**config.mk**
```make
export PLATFORM = sky130hd
export DESIGN_NAME = mem_arbiter
export DESIGN_NICKNAME = d
export VERILOG_FILES = /design/src/rtl/mem_arbiter.sv
export SDC_FILE = /design/constraint.sdc
export NUM_CORES = 1
export LEC_CHECK = 0
export CAP_MARGIN = 20
export CELL_PAD_IN_SITES_DETAIL_PLACEMENT = 1
export CELL_PAD_IN_SITES_GLOBAL_PLACEMENT = 2
export CORE_ASPECT_RATIO = 0.75
export CORE_MARGIN = 2
export CORE_UTILIZATION = 25
export CTS_CLUSTER_DIAMETER = 80
export DETAILED_ROUTE_END_ITERATION = 12
export GPL_ROUTABILITY_DRIVEN = 0
export GPL_TIMING_DRIVEN = 1
export MAX_ROUTING_LAYER = met4
export PLACE_DENSITY = 0.95
export REMOVE_ABC_BUFFERS = 1
export SETUP_SLACK_MARGIN = 0.15
export SYNTH_ARGS = -nofsm -noshare
export SYNTH_HDL_FRONTEND = slang
export SYNTH_SLANG_ARGS = --single-unit
```
**constraint.sdc**
```tcl
create_clock -name clk -period 3.07 [get_ports clk]
set_input_delay 0.614 -clock clk [delete_from_list [all_inputs] [get_ports clk]]
set_output_delay 0.614 -clock clk [all_outputs]
set_load 0.01 [all_outputs]
```
**src/rtl/mem_arbiter.sv**
```systemverilog
// mem_arbiter: sequences one single-port unified memory between the
// instruction-fetch port and the data-memory port of a 5-stage pipeline.
// One access is in flight at a time: IDLE samples requests, ISSUE strobes
// the memory, WAIT counts down the read latency and captures read data,
// DONE pulses the completion valid of the granted port.
//
// Ports:
//   clk, rst                 clock, synchronous active-high reset
//   if_req/if_addr           fetch request (read only), held until if_valid
//   if_rdata/if_valid        fetched instruction and one-cycle completion pulse
//   dm_req/dm_we/dm_addr/
//   dm_wdata                 data request, held until dm_valid
//   dm_rdata/dm_valid        load data and one-cycle completion / store ack
//   mem_en/mem_we/mem_addr/
//   mem_wdata                registered memory strobe, write enable, address, data
//   mem_rdata                memory read data, valid MEM_LATENCY cycles after mem_en
//   stall_f/stall_m          pipeline holds for fetch and memory stages
//   busy                     arbiter is not idle
module mem_arbiter #(
  parameter int unsigned MEM_LATENCY = 2
) (
  input  logic        clk,
  input  logic        rst,
  input  logic        if_req,
  input  logic [31:0] if_addr,
  output logic [31:0] if_rdata,
  output logic        if_valid,
  input  logic        dm_req,
  input  logic        dm_we,
  input  logic [31:0] dm_addr,
  input  logic [31:0] dm_wdata,
  output logic [31:0] dm_rdata,
  output logic        dm_valid,
  output logic        mem_en,
  output logic        mem_we,
  output logic [31:0] mem_addr,
  output logic [31:0] mem_wdata,
  input  logic [31:0] mem_rdata,
  output logic        stall_f,
  output logic        stall_m,
  output logic        busy
);

  typedef enum logic [1:0] {
    IDLE  = 2'd0,
    ISSUE = 2'd1,
    WAIT  = 2'd2,
    DONE  = 2'd3
  } state_t;

  localparam logic [3:0] LAT = 4'(MEM_LATENCY);

  state_t      state_q, state_d;
  logic [3:0]  cnt_q, cnt_d;
  logic        last_dm_q, last_dm_d;   // 1 = data port won the last grant
  logic        gnt_dm_q, gnt_dm_d;     // 1 = current transaction belongs to data port
  logic        mem_en_q, mem_en_d;
  logic        mem_we_q, mem_we_d;
  logic [31:0] mem_addr_q, mem_addr_d;
  logic [31:0] mem_wdata_q, mem_wdata_d;
  logic        if_valid_q, if_valid_d;
  logic        dm_valid_q, dm_valid_d;
  logic [31:0] if_rdata_q, if_rdata_d;
  logic [31:0] dm_rdata_q, dm_rdata_d;
  logic        busy_q, busy_d;
  logic        gnt_dm_s;

  // Next-state, grant selection, memory command and read-data capture.
  always_comb begin
    state_d     = state_q;
    cnt_d       = cnt_q;
    last_dm_d   = last_dm_q;
    gnt_dm_d    = gnt_dm_q;
    mem_en_d    = 1'b0;
    mem_we_d    = mem_we_q;
    mem_addr_d  = mem_addr_q;
    mem_wdata_d = mem_wdata_q;
    if_valid_d  = 1'b0;
    dm_valid_d  = 1'b0;
    if_rdata_d  = if_rdata_q;
    dm_rdata_d  = dm_rdata_q;
    // Under contention the port that lost last time wins; a lone request wins outright.
    gnt_dm_s    = dm_req & (~if_req | ~last_dm_q);

    case (state_q)
      IDLE: begin
        if (if_req | dm_req) begin
          state_d   = ISSUE;
          cnt_d     = LAT;
          gnt_dm_d  = gnt_dm_s;
          last_dm_d = gnt_dm_s;
          mem_en_d  = 1'b1;
          if (gnt_dm_s) begin
            mem_we_d    = dm_we;
            mem_addr_d  = dm_addr;
            mem_wdata_d = dm_wdata;
          end else begin
            mem_we_d    = 1'b0;
            mem_addr_d  = if_addr;
            mem_wdata_d = 32'd0;
          end
        end else begin
          state_d = IDLE;
        end
      end
      ISSUE: begin
        cnt_d   = cnt_q - 4'd1;
        state_d = WAIT;
      end
      WAIT: begin
        // Counter at zero marks the cycle in which mem_rdata is valid.
        if (cnt_q == 4'd0) begin
          state_d    = DONE;
          if_valid_d = ~gnt_dm_q;
          dm_valid_d = gnt_dm_q;
          if (gnt_dm_q) begin
            if (!mem_we_q) begin
              dm_rdata_d = mem_rdata;
            end else begin
              dm_rdata_d = dm_rdata_q;   // store: load data register untouched
            end
          end else begin
            if_rdata_d = mem_rdata;
          end
        end else begin
          cnt_d = cnt_q - 4'd1;
        end
      end
      DONE: begin
        state_d = IDLE;
      end
      default: begin
        state_d = IDLE;
      end
    endcase

    busy_d = (state_d != IDLE);
  end

  // State and output registers with synchronous reset.
  always_ff @(posedge clk) begin
    if (rst) begin
      state_q     <= IDLE;
      cnt_q       <= 4'd0;
      last_dm_q   <= 1'b0;
      gnt_dm_q    <= 1'b0;
      mem_en_q    <= 1'b0;
      mem_we_q    <= 1'b0;
      mem_addr_q  <= 32'd0;
      mem_wdata_q <= 32'd0;
      if_valid_q  <= 1'b0;
      dm_valid_q  <= 1'b0;
      if_rdata_q  <= 32'd0;
      dm_rdata_q  <= 32'd0;
      busy_q      <= 1'b0;
    end else begin
      state_q     <= state_d;
      cnt_q       <= cnt_d;
      last_dm_q   <= last_dm_d;
      gnt_dm_q    <= gnt_dm_d;
      mem_en_q    <= mem_en_d;
      mem_we_q    <= mem_we_d;
      mem_addr_q  <= mem_addr_d;
      mem_wdata_q <= mem_wdata_d;
      if_valid_q  <= if_valid_d;
      dm_valid_q  <= dm_valid_d;
      if_rdata_q  <= if_rdata_d;
      dm_rdata_q  <= dm_rdata_d;
      busy_q      <= busy_d;
    end
  end

  assign mem_en    = mem_en_q;
  assign mem_we    = mem_we_q;
  assign mem_addr  = mem_addr_q;
  assign mem_wdata = mem_wdata_q;
  assign if_valid  = if_valid_q;
  assign dm_valid  = dm_valid_q;
  assign if_rdata  = if_rdata_q;
  assign dm_rdata  = dm_rdata_q;
  assign busy      = busy_q;

  // Stalls follow the raw requests so the pipeline holds in the request cycle itself.
  assign stall_f = if_req & ~if_valid_q;
  assign stall_m = dm_req & ~dm_valid_q;

endmodule

```
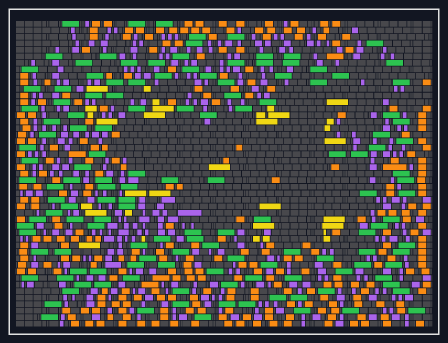
Run 1: cells colored by class
Fill, decap, tap and diode cells in gray.
orange -> other buffers and delay cells  # cells 286
purple -> all other logic  # cells 402
yellow -> clock drivers and dummy loads  # cells 32
green -> flip-flops  # cells 140

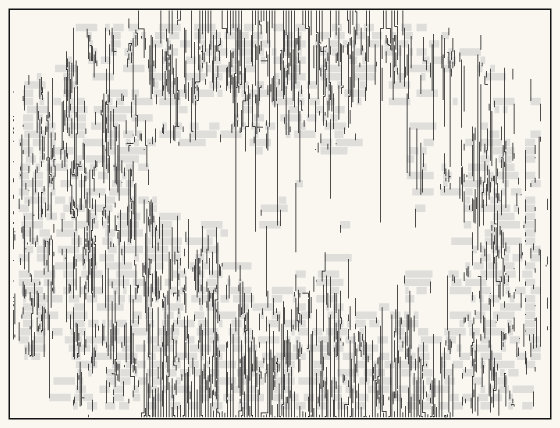
Run 1: M2 wires
Cells faint in the background.
nets with wire on the layer = 887
wire length on this layer = 10100 µm

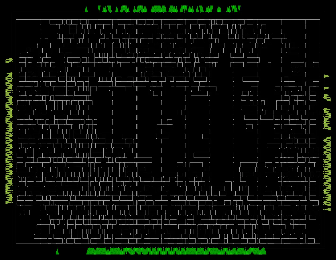
Run 1: placed standard cells
Site Rows: 47
Layout Cells excl Fill: 1154
core area: 22200 µm²
# Taps: 294
final core occ: 0.414

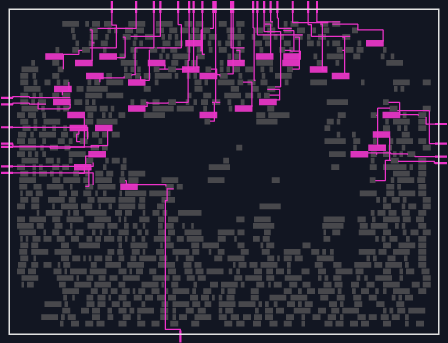
Run 1: nets reached from selected ports
magenta -> dm_rdata  # bits 32, direction output, end cells 32, buffers 32, wire 1360 µm

-- run 1: cell families (layout without fill, tap and decap cells) --
| logic type | after synthesis | after routing | share of synthesized area |
|---|---|---|---|
| simple gates | 114 | 114 | 0.121 |
| fa+ha+maj | 5 | 5 | 0.0109 |
| mux | 32 | 32 | 0.0560 |
| flops | 140 | 140 | 0.490 |
| buf+inv | 81 | 327 | 0.0648 |
| compound gates | 242 | 242 | 0.257 |
-- run 1: state kept, by name, summed over array words and instances, names as in the netlist --
| register | flops |
|---|---|
| gnt_dm_q | 1 |
| state_q | 2 |
| mem_addr | 32 |
| dm_rdata | 32 |
| mem_en | 1 |
| mem_we | 1 |
| dm_valid | 1 |
| mem_wdata | 32 |
| busy | 1 |
| cnt_q | 4 |
| if_valid | 1 |
| if_rdata | 32 |
-- run 1: power by group through the flow --
stage / Combinational, mW / Sequential, mW / Clock (mW)
after CTS: 1.42 / 2.10 / 2.04
after global routing: 1.54 / 2.12 / 2.13
after global placement: 1.38 / 2.13 / 0
final: 1.43 / 2.10 / 1.98
after detailed placement: 1.41 / 2.14 / 0
after floorplan: 0.504 / 2.23 / 0
-- run 1: how the worst max path moves through the flow --
stage	from	endpoint	slack, ps	cells after the start
finish	dm_req	stall_m	490	3
floorplan	gnt_dm_q	mem_addr[0]	-470	3
global placement	dm_req	stall_m	540	3
CTS	dm_req	stall_m	500	3
global route	dm_req	stall_m	450	3
detailed placement	dm_req	stall_m	520	3
-- run 1: per-layer routing --
metal | global-route usage | wire, µm | vias up
met3 | 0.0495 | 1230 | 19
met4 | 0.0510 | 324 | 0
li1 | - | - | 2759
met5 | - | 0 | -
met1 | 0.235 | 10200 | 2877
met2 | 0.285 | 10100 | 145
-- run 1: tightest hold or removal path: stages (launching register included) --
cell     delay (ps)
dfxtp_1         310
o31ai_1          60
a21oi_1          60
==> results_dict.tcl, run 1 <==
# flow metrics
set metrics [dict create \
    setup_violations 0 \
    rsz0062_at_grt "no" \
    pre_cts_slack_ps 521 \
    cts_inserted_buffers 17 \
    status "complete, no violations" \
    slowest_stage "clkdlybuf4s50_1" \
    buffer_area_frac 0.313 \
    cp_max_fo 7 \
    hold_slack_ps 471 \
    fill_cells 2539 \
    grt_first_pass_wirelength_mm 33.6 \
    ys_seq_frac 0.490 \
    yosys-stat-area_um2 5720 \
    io_buffers 267 \
    seqCellArea_um2 2810 \
    clkLatencyLatePin_ps 420 \
    top_area_cell "dfxtp_1" \
    route.final.wire_length_mm 21.8 \
    ios 268 \
    critical_path_arrival_ps 1960 \
    ys_cells 614 \
    cts_setup_buffers 0 \
    netlist_top_cells_count "140 x dfxtp_1, 97 x a21oi_1, 66 x o21ai_0, 42 x clkbuf_1, 36 x nor2_1" \
    finalHoldViolCount 0 \
    flops 140 \
    crit_required_ps 2460 \
    placed_cell_area_um2 8590 \
    reg2reg_from "state_q[0]" \
    worstSetupEndpointType "primary output" \
    yosysMostFrequentCell "dfxtp_1" \
    layout.cells.most_common "clkdlybuf4s50_1" \
    p_switching_mw 1.73 \
    sh_seq_area 0.305 \
    logic_area_um2 2550 \
    detail-route-antenna-nets 0 \
    min_path_cells 2 \
    path_buffers 2 \
    worst-setup-path-type "input pin to primary output" \
    area_leaders "dfxtp_1 49%, a21oi_1 8.5%, o21ai_0 5.8%, mux2i_1 5.6%, a32oi_1 5.1%" \
    slew_violations 0 \
    dr.pass1.iters 5 \
    clkCellAreaFrac 0.0607 \
    drt-initial-drc-count 327 \
    ir_drop_v 0.000273 \
    mostFrequentLayoutCells "266 x clkdlybuf4s50_1, 138 x dfxtp_1, 97 x a21oi_1" \
    ys_dominant_reg_cell "dfxtp_1" \
    nNetsFinal 985 \
    vias 5800 \
    reg2reg_setup_slack_ps 840 \
    die_w_um 179 \
    comb_cells 393 \
    chipArea_um2 24100 \
    grt_max_degree 109 \
    post-route-worst-setup-slack_ps 492 \
    layout.non_clock_buffers 286 \
    vias_per_cell 5.03 \
    cts.clk_slew.worst_paths_ps 60 \
    critPathMostFrequentCell "clkdlybuf4s50_1" \
    async_flop_share 0 \
    fp_util 0.257 \
    switching_share 0.315 \
]
Run 1, met3 routing:
Bar = 50 µm.
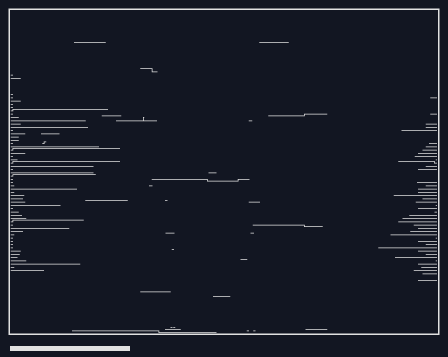

--- run 2 (diff from run 1) ---
--- a/config.mk
+++ b/config.mk
@@ -10,13 +10,13 @@
 export CELL_PAD_IN_SITES_GLOBAL_PLACEMENT = 2
 export CORE_ASPECT_RATIO = 0.75
 export CORE_MARGIN = 2
-export CORE_UTILIZATION = 25
+export CORE_UTILIZATION = 21
 export CTS_CLUSTER_DIAMETER = 80
 export DETAILED_ROUTE_END_ITERATION = 12
 export GPL_ROUTABILITY_DRIVEN = 0
 export GPL_TIMING_DRIVEN = 1
 export MAX_ROUTING_LAYER = met4
-export PLACE_DENSITY = 0.95
+export PLACE_DENSITY = 0.88
 export REMOVE_ABC_BUFFERS = 1
 export SETUP_SLACK_MARGIN = 0.15
 export SYNTH_ARGS = -nofsm -noshare
==> constraint.sdc (replaced) <==
create_clock -name clk -period 2.25 [get_ports clk]
set_input_delay 0.45 -clock clk [delete_from_list [all_inputs] [get_ports clk]]
set_output_delay 0.45 -clock clk [all_outputs]
set_load 0.01 [all_outputs]
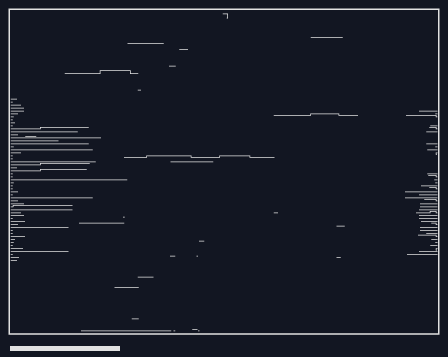
Run 2: met3 routing
Bar = 50 µm.
share of all routed wire = 5.1%
longest straight run = 52.7 µm
via count: 5755
final wirelength: 22.3 mm
grt met3 use: 0.0443

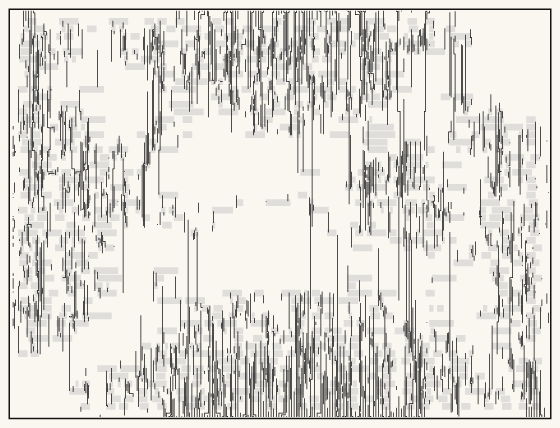
Run 2: M2 wires
Cells faint in the background.
wire length on this layer = 10400 µm
main direction = vertical
nets with wire on the layer = 865
share of all routed wire = 47%
longest straight run = 70.7 µm

==> run 2 against run 1 <==
Effect of this change: clock-buffer cell count unchanged; global-route usage is 2.3 points lower; cell area is 1.3% higher; flip-flop count did not move; final cell count is 4.9% higher; sequential power increased by 37%; via count fell by 0.78%; core utilization decreased by 6.7 points.
==> results_dict.tcl, run 2 <==
# flow metrics
set metrics [dict create \
    layout.cells.most_common "clkdlybuf4s50_1" \
    status "complete, no violations" \
    sh_seq_area 0.301 \
    clkbuf_count 20 \
    fp_util 0.213 \
    cts.clk_slew.worst_paths_ps 60 \
    p_comb_frac 0.254 \
    yosysMostFrequentCell "dfxtp_1" \
    ys_dominant_reg_cell "dfxtp_1" \
    antenna_found_initial 1 \
    seqCellArea_um2 2810 \
    clkCellAreaFrac 0.0636 \
    flops 140 \
    hp-class "input pin to flip-flop" \
    grt_first_pass_wirelength_mm 35.0 \
    worst-setup-path-type "input pin to primary output" \
    detail-route-antenna-nets 0 \
    p_switching_mw 2.31 \
    critical_path_arrival_ps 1570 \
    crit_required_ps 1800 \
    ir_drop_v 0.000531 \
    final_core_util 0.347 \
    fin_setup_tns_ps 0 \
    tap_cells 351 \
    ys_cells 614 \
    worst_clock_skew_ps 10.4 \
    ios 268 \
    setup_violations 0 \
    switching_share 0.299 \
    drt-initial-drc-count 259 \
    chipArea_um2 28600 \
    routedWlPerCell_um 18.4 \
    pre_cts_slack_ps -13.3 \
    clockBufferDepth 2 \
    dp_hpwl_mm 14.8 \
    powerDensity_nw_per_um2 830 \
    fill_cells 3078 \
    nNetsFinal 984 \
    cts_tree "yes" \
    comb_cells 393 \
    finalHoldViolCount 0 \
    n_all_inverters 9 \
    cts_root_buffer "clkbuf_16" \
    largest_class "buffers" \
    logic_area_um2 2560 \
    rsz0062_at_grt "no" \
    clkLatencyLatePin_ps 420 \
    yosys-stat-area_um2 5720 \
    avgSynthCellArea_um2 9.31 \
    netlist_top_cells_count "140 x dfxtp_1, 97 x a21oi_1, 66 x o21ai_0, 42 x clkbuf_1, 36 x nor2_1" \
    async_flop_share 0 \
    area_leaders "dfxtp_1 49%, a21oi_1 8.5%, o21ai_0 5.8%, mux2i_1 5.6%, a32oi_1 5.1%" \
    dr.pass1.iters 4 \
    top_cell_area_share 0.490 \
    mostFrequentLayoutCells "264 x clkdlybuf4s50_1, 138 x dfxtp_1, 97 x a21oi_1" \
    cp_max_fo 3 \
    vias_per_cell 4.75 \
    buffer_area_frac 0.310 \
    pwr-share-clk 0.375 \
    post-route-worst-setup-slack_ps 228 \
    syn_inst 614 \
    start_kind "input pin" \
    yosys_warnings 0 \
    max_cap_viol_count 0 \
    fmax_mhz 494 \
    cts_inserted_buffers 17 \
    netlist_area_um2 5720 \
    layout.non_clock_buffers 285 \
    grt_max_degree 81 \
    p_int_mw 5.43 \
    core_area_um2 26900 \
    io_buffers 267 \
    maxSlewHeadroom 0.564 \
    top_area_cell "dfxtp_1" \
    drc 0 \
    ys_seq_frac 0.490 \
    worstSetupEndpointType "primary output" \
    die_w_um 195 \
    sh_comb_area 0.274 \
    rows 52 \
    track_usage 0.161 \
    slew_violations 0 \
]
[run 2: power by group through the flow]
stage	combinational, mW	clock (mW)	sequential (mW)
after floorplan	0.687	0	3.04
after global placement	1.95	0	2.91
after detailed placement	1.98	0	2.92
after CTS	1.99	3.03	2.87
after global routing	2.13	3.14	2.90
final	1.97	2.90	2.87
[run 2: logic make-up (layout without fill, tap and decap cells)]
group	count (synthesis)	after routing	share of synthesized area
adders and majority gates	5	5	0.0109
AOI/OAI and AO/OA	242	242	0.257
buffers and inverters	81	326	0.0648
other	0	1	0
DFF	140	140	0.490
muxes	32	32	0.0560
and+or+nand+nor	114	114	0.121
[run 2: worst paths after layout]
path                     from           end  slack [ps]  cells past startpoint
setup / recovery       dm_req       stall_m         230                      3
hold / removal            rst    state_q[1]         430                      2
setup reg to reg     cnt_q[0]  dm_rdata[29]         440                      6
hold reg to reg   dm_rdata[8]   dm_rdata[8]         470                      2
[run 2: repair_timing]
action | in CTS | in global routing
setup buffers | 0 | 0
setup endpoints to repair | 1 | 2
gates resized | 1 | 2
[run 2: worst max-delay path, cell delays in order]
cell and delay, ps:
dlygate4sd2_1 340, nor2b_1 220, clkdlybuf4s50_1 560
[run 2: metal layers]
metal / track usage / vias to the layer above / share of wire
met5: - / - / 0
li1: - / 2754 / -
met1: 0.204 / 2850 / 0.47
met2: 0.249 / 132 / 0.47
met3: 0.0443 / 19 / 0.051
met4: 0.0500 / 0 / 0.014
[run 2: metrics by stage]
step	power [mW]	cell area, µm²	hold WS, ps	instances
floorplan	3.73	5380	482	542
global placement	4.86	8720	453	1178
detailed placement	4.90	8720	462	1178
CTS	7.89	9320	404	1210
global route	8.17	9320	433	1211
finish	7.74	9320	427	1211
No activity file was given, so power comes from the tool's default toggle rates.
